`src/rtl/signal_decoder_pkg.sv`:
```
`default_nettype none
// +------------------------------------------------------------------+
// | signal_decoder_pkg : shared frame-format constants and helpers   |
// | Rev 1.0                                                          |
// +------------------------------------------------------------------+
package signal_decoder_pkg;

   localparam int c_WIDTH = 8;
   localparam int c_T2    = 2;

   // Generator and decoder both derive bit length and sample point from these.
   function automatic int sd_bit_cyc(input int t2);
      return t2 + 1;
   endfunction

   function automatic int sd_sample_off(input int t2);
      return 1 + t2 / 2;
   endfunction

   localparam int c_BIT_CYC    = sd_bit_cyc(c_T2);
   localparam int c_SAMPLE_OFF = sd_sample_off(c_T2);

endpackage
`default_nettype wire

```
`src/rtl/frame_timer.sv`:
```
`default_nettype none
// +------------------------------------------------------------------+
// | frame_timer : period counter, wrap detect and frame-edge strobe  |
// | Rev 1.0                                                          |
// +------------------------------------------------------------------+
module frame_timer
   import signal_decoder_pkg::*;
(
   input  logic        clk,
   input  logic        reset,
   input  logic        i_frame_start,
   input  logic [31:0] i_t1,
   output logic        o_frame_edge,
   output logic        o_wrap,
   output logic [31:0] o_period
);

   logic        r_started;
   logic [31:0] r_count;
   logic [31:0] r_period;
   logic        w_wrap;
   logic        w_frame_edge;

   // The first edge out of reset opens a frame without touching the counter.
   assign w_wrap       = r_started && (r_count == r_period);
   assign w_frame_edge = !r_started || w_wrap || i_frame_start;

   always_ff @(posedge clk or posedge reset) begin
      if (reset) begin
         r_started <= 1'b0;
         r_count   <= '0;
         r_period  <= '0;
      end else begin
         r_started <= 1'b1;
         if (w_frame_edge) begin
            r_count  <= '0;
            r_period <= i_t1;
         end else begin
            r_count  <= r_count + 32'd1;
         end
      end
   end

   assign o_frame_edge = w_frame_edge;
   assign o_wrap       = w_wrap;
   assign o_period     = r_period;

endmodule
`default_nettype wire

```
`src/rtl/signal_decoder.sv`:
```
`default_nettype none
// +------------------------------------------------------------------+
// | signal_decoder : frame-synchronous serial word decoder (LSB 1st) |
// | Rev 1.0                                                          |
// +------------------------------------------------------------------+
module signal_decoder
   import signal_decoder_pkg::*;
#(
   parameter int WIDTH = c_WIDTH,
   parameter int T2    = c_T2
) (
   input  logic             clk,
   input  logic             reset,
   input  logic             signal_in,
   input  logic [31:0]      T1,
   input  logic             frame_start,
   output logic [WIDTH-1:0] data_out,
   output logic             data_valid,
   output logic             frame_err,
   output logic             busy
);

   localparam int c_BIT_LEN    = sd_bit_cyc(T2);
   localparam int c_FIRST_WAIT = sd_sample_off(T2);
   localparam int c_WAIT_W     = $clog2(c_BIT_LEN + 1);
   localparam int c_IDX_W      = (WIDTH > 1) ? $clog2(WIDTH) : 1;
   localparam int c_MIN_PERIOD = WIDTH * c_BIT_LEN;

   logic                r_busy;
   logic [c_WAIT_W-1:0] r_wait;
   logic [c_IDX_W-1:0]  r_idx;
   logic [WIDTH-1:0]    r_shift;
   logic [WIDTH-1:0]    r_data;
   logic                r_valid;
   logic                r_err;

   logic                w_frame_edge;
   logic                w_wrap;
   logic [31:0]         w_period;
   logic                w_short;
   logic                w_sample;
   logic                w_last;
   logic                w_err;
   logic [WIDTH-1:0]    w_word;

   frame_timer u_frame_timer (
      .clk           (clk),
      .reset         (reset),
      .i_frame_start (frame_start),
      .i_t1          (T1),
      .o_frame_edge  (w_frame_edge),
      .o_wrap        (w_wrap),
      .o_period      (w_period)
   );

   // A period too short to carry a whole word is flagged at every wrap.
   assign w_short  = (w_period < 32'(c_MIN_PERIOD));
   assign w_sample = r_busy && !w_frame_edge && (r_wait == c_WAIT_W'(1));
   assign w_last   = (r_idx == c_IDX_W'(WIDTH - 1));
   assign w_word   = r_shift | (WIDTH'(signal_in) << r_idx);
   assign w_err    = (frame_start & r_busy & ~w_wrap) | (w_wrap & w_short);

   always_ff @(posedge clk or posedge reset) begin
      if (reset) begin
         r_busy  <= 1'b0;
         r_wait  <= '0;
         r_idx   <= '0;
         r_shift <= '0;
         r_data  <= '0;
         r_valid <= 1'b0;
         r_err   <= 1'b0;
      end else begin
         r_valid <= 1'b0;
         r_err   <= 1'b0;
         if (w_frame_edge) begin
            r_err   <= w_err;
            r_busy  <= 1'b1;
            r_idx   <= '0;
            r_wait  <= c_WAIT_W'(c_FIRST_WAIT);
            r_shift <= '0;
         end else if (w_sample) begin
            r_shift <= w_word;
            r_wait  <= c_WAIT_W'(c_BIT_LEN);
            if (w_last) begin
               r_busy <= 1'b0;
               if (!w_short) begin
                  r_data  <= w_word;
                  r_valid <= 1'b1;
               end
            end else begin
               r_idx <= r_idx + c_IDX_W'(1);
            end
         end else if (r_busy) begin
            r_wait <= r_wait - c_WAIT_W'(1);
         end
      end
   end

   assign data_out   = r_data;
   assign data_valid = r_valid;
   assign frame_err  = r_err;
   assign busy       = r_busy;

endmodule
`default_nettype wire
```
`config.mk`:
```
export PLATFORM = sky130hd
export DESIGN_NAME = signal_decoder
export DESIGN_NICKNAME = d
export VERILOG_FILES = /design/src/rtl/signal_decoder_pkg.sv /design/src/rtl/frame_timer.sv /design/src/rtl/signal_decoder.sv
export SDC_FILE = /design/constraint.sdc
export NUM_CORES = 1
export LEC_CHECK = 0
export CAP_MARGIN = 20
export CORE_MARGIN = 2
export CORE_UTILIZATION = 40
export CTS_CLUSTER_SIZE = 16
export DETAILED_ROUTE_END_ITERATION = 12
export PLACE_DENSITY = 0.63
export SLEW_MARGIN = 20
export SYNTH_ARGS = -nofsm -noshare
export SYNTH_HDL_FRONTEND = slang
export SYNTH_SLANG_ARGS = --single-unit
```
`constraint.sdc`:
```
create_clock -name clk -period 8.5 [get_ports clk]
set_clock_uncertainty 0.05 [all_clocks]
set_input_delay 1.275 -clock clk [delete_from_list [all_inputs] [get_ports clk]]
set_output_delay 1.275 -clock clk [all_outputs]
set_load 0.05 [all_outputs]
```
**Placement density heat map**

The die is cut into 11 by 11 equal tiles; white is low, dark blue is high, 0 to 100% covered.
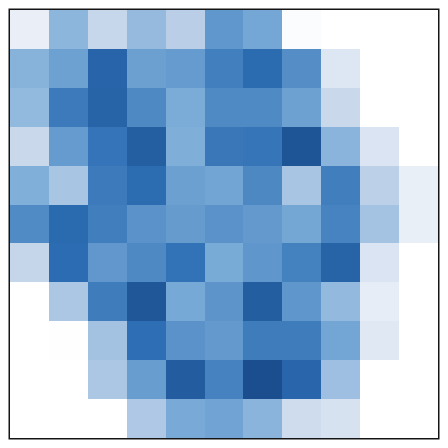
tiles over 75% full: 12%
nearly empty tiles: 19%
mean over tiles: 43%
emptiest ninth of the die: top right

**Metal 1**

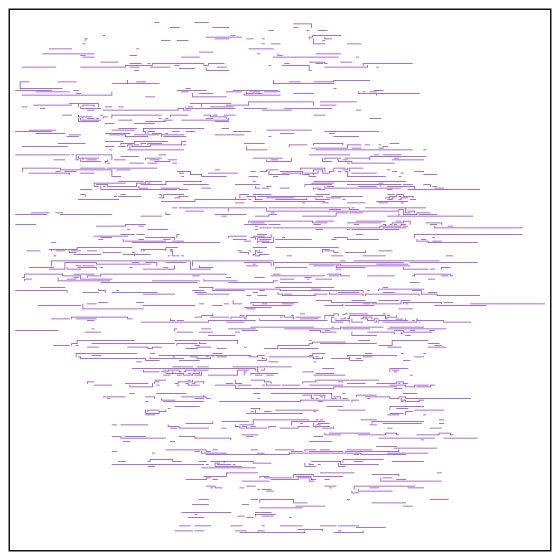
share of all routed wire: 47%
nets with wire on the layer: 429
main direction: horizontal
wire length on this layer: 4380 um

==> results.sh <==
# physical design summary
export IMPL_synth_cells_yosys=372
export IMPL_worst_hold_launch="data_out[1]$_DFFE_PP0P_"
export IMPL_cts_made_buffers=9
export IMPL_cap_viol_max_count=0
export IMPL_postSynthNetCount=412
export IMPL_hold_path_endpoint="data_out[1]$_DFFE_PP0P_"
export IMPL_tritoncts="built"
export IMPL_outcome="complete, no violations"
export IMPL_worst_ep_required_time_ps=8670
export IMPL_internal_power_w=0.000705
export IMPL_r2r_slack_ps=5940
export IMPL_setup_ws_ps=5470
export IMPL_worst_r2r_startpoint="u_frame_timer.r_count[24]$_DFF_PP0_"
export IMPL_post_cts_buffers=0
export IMPL_comb_pwr_share_pct=8.7
export IMPL_power_top_group="sequential cells"
export IMPL_synth_yosys_seq_area_share_pct=48.8
export IMPL_core_mm2=0.0113
export IMPL_worstSetupStartpoint="frame_start"
export IMPL_cts_path_max_buffers=2
export IMPL_clock_network_latency_to_the_later_pin_of_the_worst_skew_pair_ps=340
export IMPL_grt_pass1_vias=3054
export IMPL_setup_repair_after_global_routing_missed_its_margin="no"
export IMPL_syn_area_per_cell_um2=12.3
export IMPL_post_synth_instance_area_mm2=0.00456
export IMPL_dp_final_hpwl_mm=6.35
export IMPL_synth_warnings=0
export IMPL_drv_slew=0
export IMPL_placed_cell_area_mm2=0.00512
export IMPL_clock_power_share_pct=41.3
export IMPL_start_kind="primary input"
export IMPL_hold_viol=0
export IMPL_clk_transition_reported_paths_ps=60
export IMPL_layout_core_utilization_pct=47.9
export IMPL_pwr_group_sequential_w=0.000455
export IMPL_chipArea_mm2=0.0123
export IMPL_track_usage_pct=15.8
export IMPL_htree_levels=3
export IMPL_setup_crit_path_kind="primary input to register"
export IMPL_setup_violations_final=0
export IMPL_floorplan_rows=39
export IMPL_floorplan_die_height_um=111
export IMPL_count_of_tritonroute_iterations_in_the_first_routing_pass=5
export IMPL_routed_wirelength_mm=9.24
export IMPL_fin_tns_setup_ps=0
export IMPL_slew_headroom_pct=37.4
export IMPL_reg2regPathDepth=6
**The metal 2 layer**

Cells faint in the background.
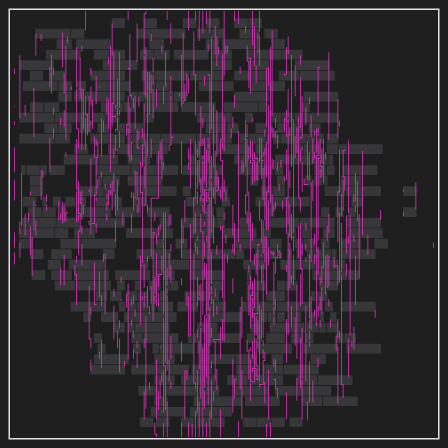
main direction: vertical
longest straight run: 40.1 um
nets with wire on the layer: 394
share of all routed wire: 48%
wire length on this layer: 4470 um

## cells in the mapped netlist (all sizes together) (9+ instances only)
cell	number	share of area [%]
nor2	9	0.74
xor2	20	3.8
dfrtp	89	49
nor4	18	3.4
xnor2	42	8.1
nand3	11	1.2
and2	33	4.5
nand2	15	1.2
buf	11	2.1
nand4	12	1.6
mux2	40	13
inv	10	0.82
## per-layer routing
metal  global-route usage, %  part of all wire [%]  vias to the layer above
met3                    3.39                   2.8                       11
met2                    25.6                    48                       40
met1                    21.4                    47                     1442
met5                       0                     0                        -
li1                        -                     -                     1385
met4                    4.58                   1.4                        0
## final cells by class
type,instances,area [um2],share of cell area (%)
sequential,89,2230,41.2
clock inverter,3,15.0,0.278
timing repair buffer,48,479,8.87
clock buffer,12,267,4.93
multi-input combinational,259,2200,40.7
tap,143,179,3.31
inverter,10,38.8,0.718
## worst max-delay path: stages
cell	delay (ps)
sky130_fd_sc_hd__clkdlybuf4s50_1	410
sky130_fd_sc_hd__nand2b_1	240
sky130_fd_sc_hd__a21oi_4	140
sky130_fd_sc_hd__buf_4	750
sky130_fd_sc_hd__mux2_4	350
## logic make-up after synthesis
kind of cell	after synthesis	share of synthesized area [%]
and+or+nand+nor	125	16.7
AOI/OAI and AO/OA	23	4.82
other	1	0.0822
muxes	44	13.4
xor gates and xnor gates	62	11.9
buffers and inverters	24	3.21
DFF	89	48.8
adders and majority gates	4	1.10
## flip-flops by register name, summed over array words and instances, names as in the netlist
name	count
data_valid	1
r_idx	3
u_frame_timer.r_started	1
frame_err	1
u_frame_timer.o_period	32
r_shift	8
busy	1
r_wait	2
u_frame_timer.r_count	32
data_out	8
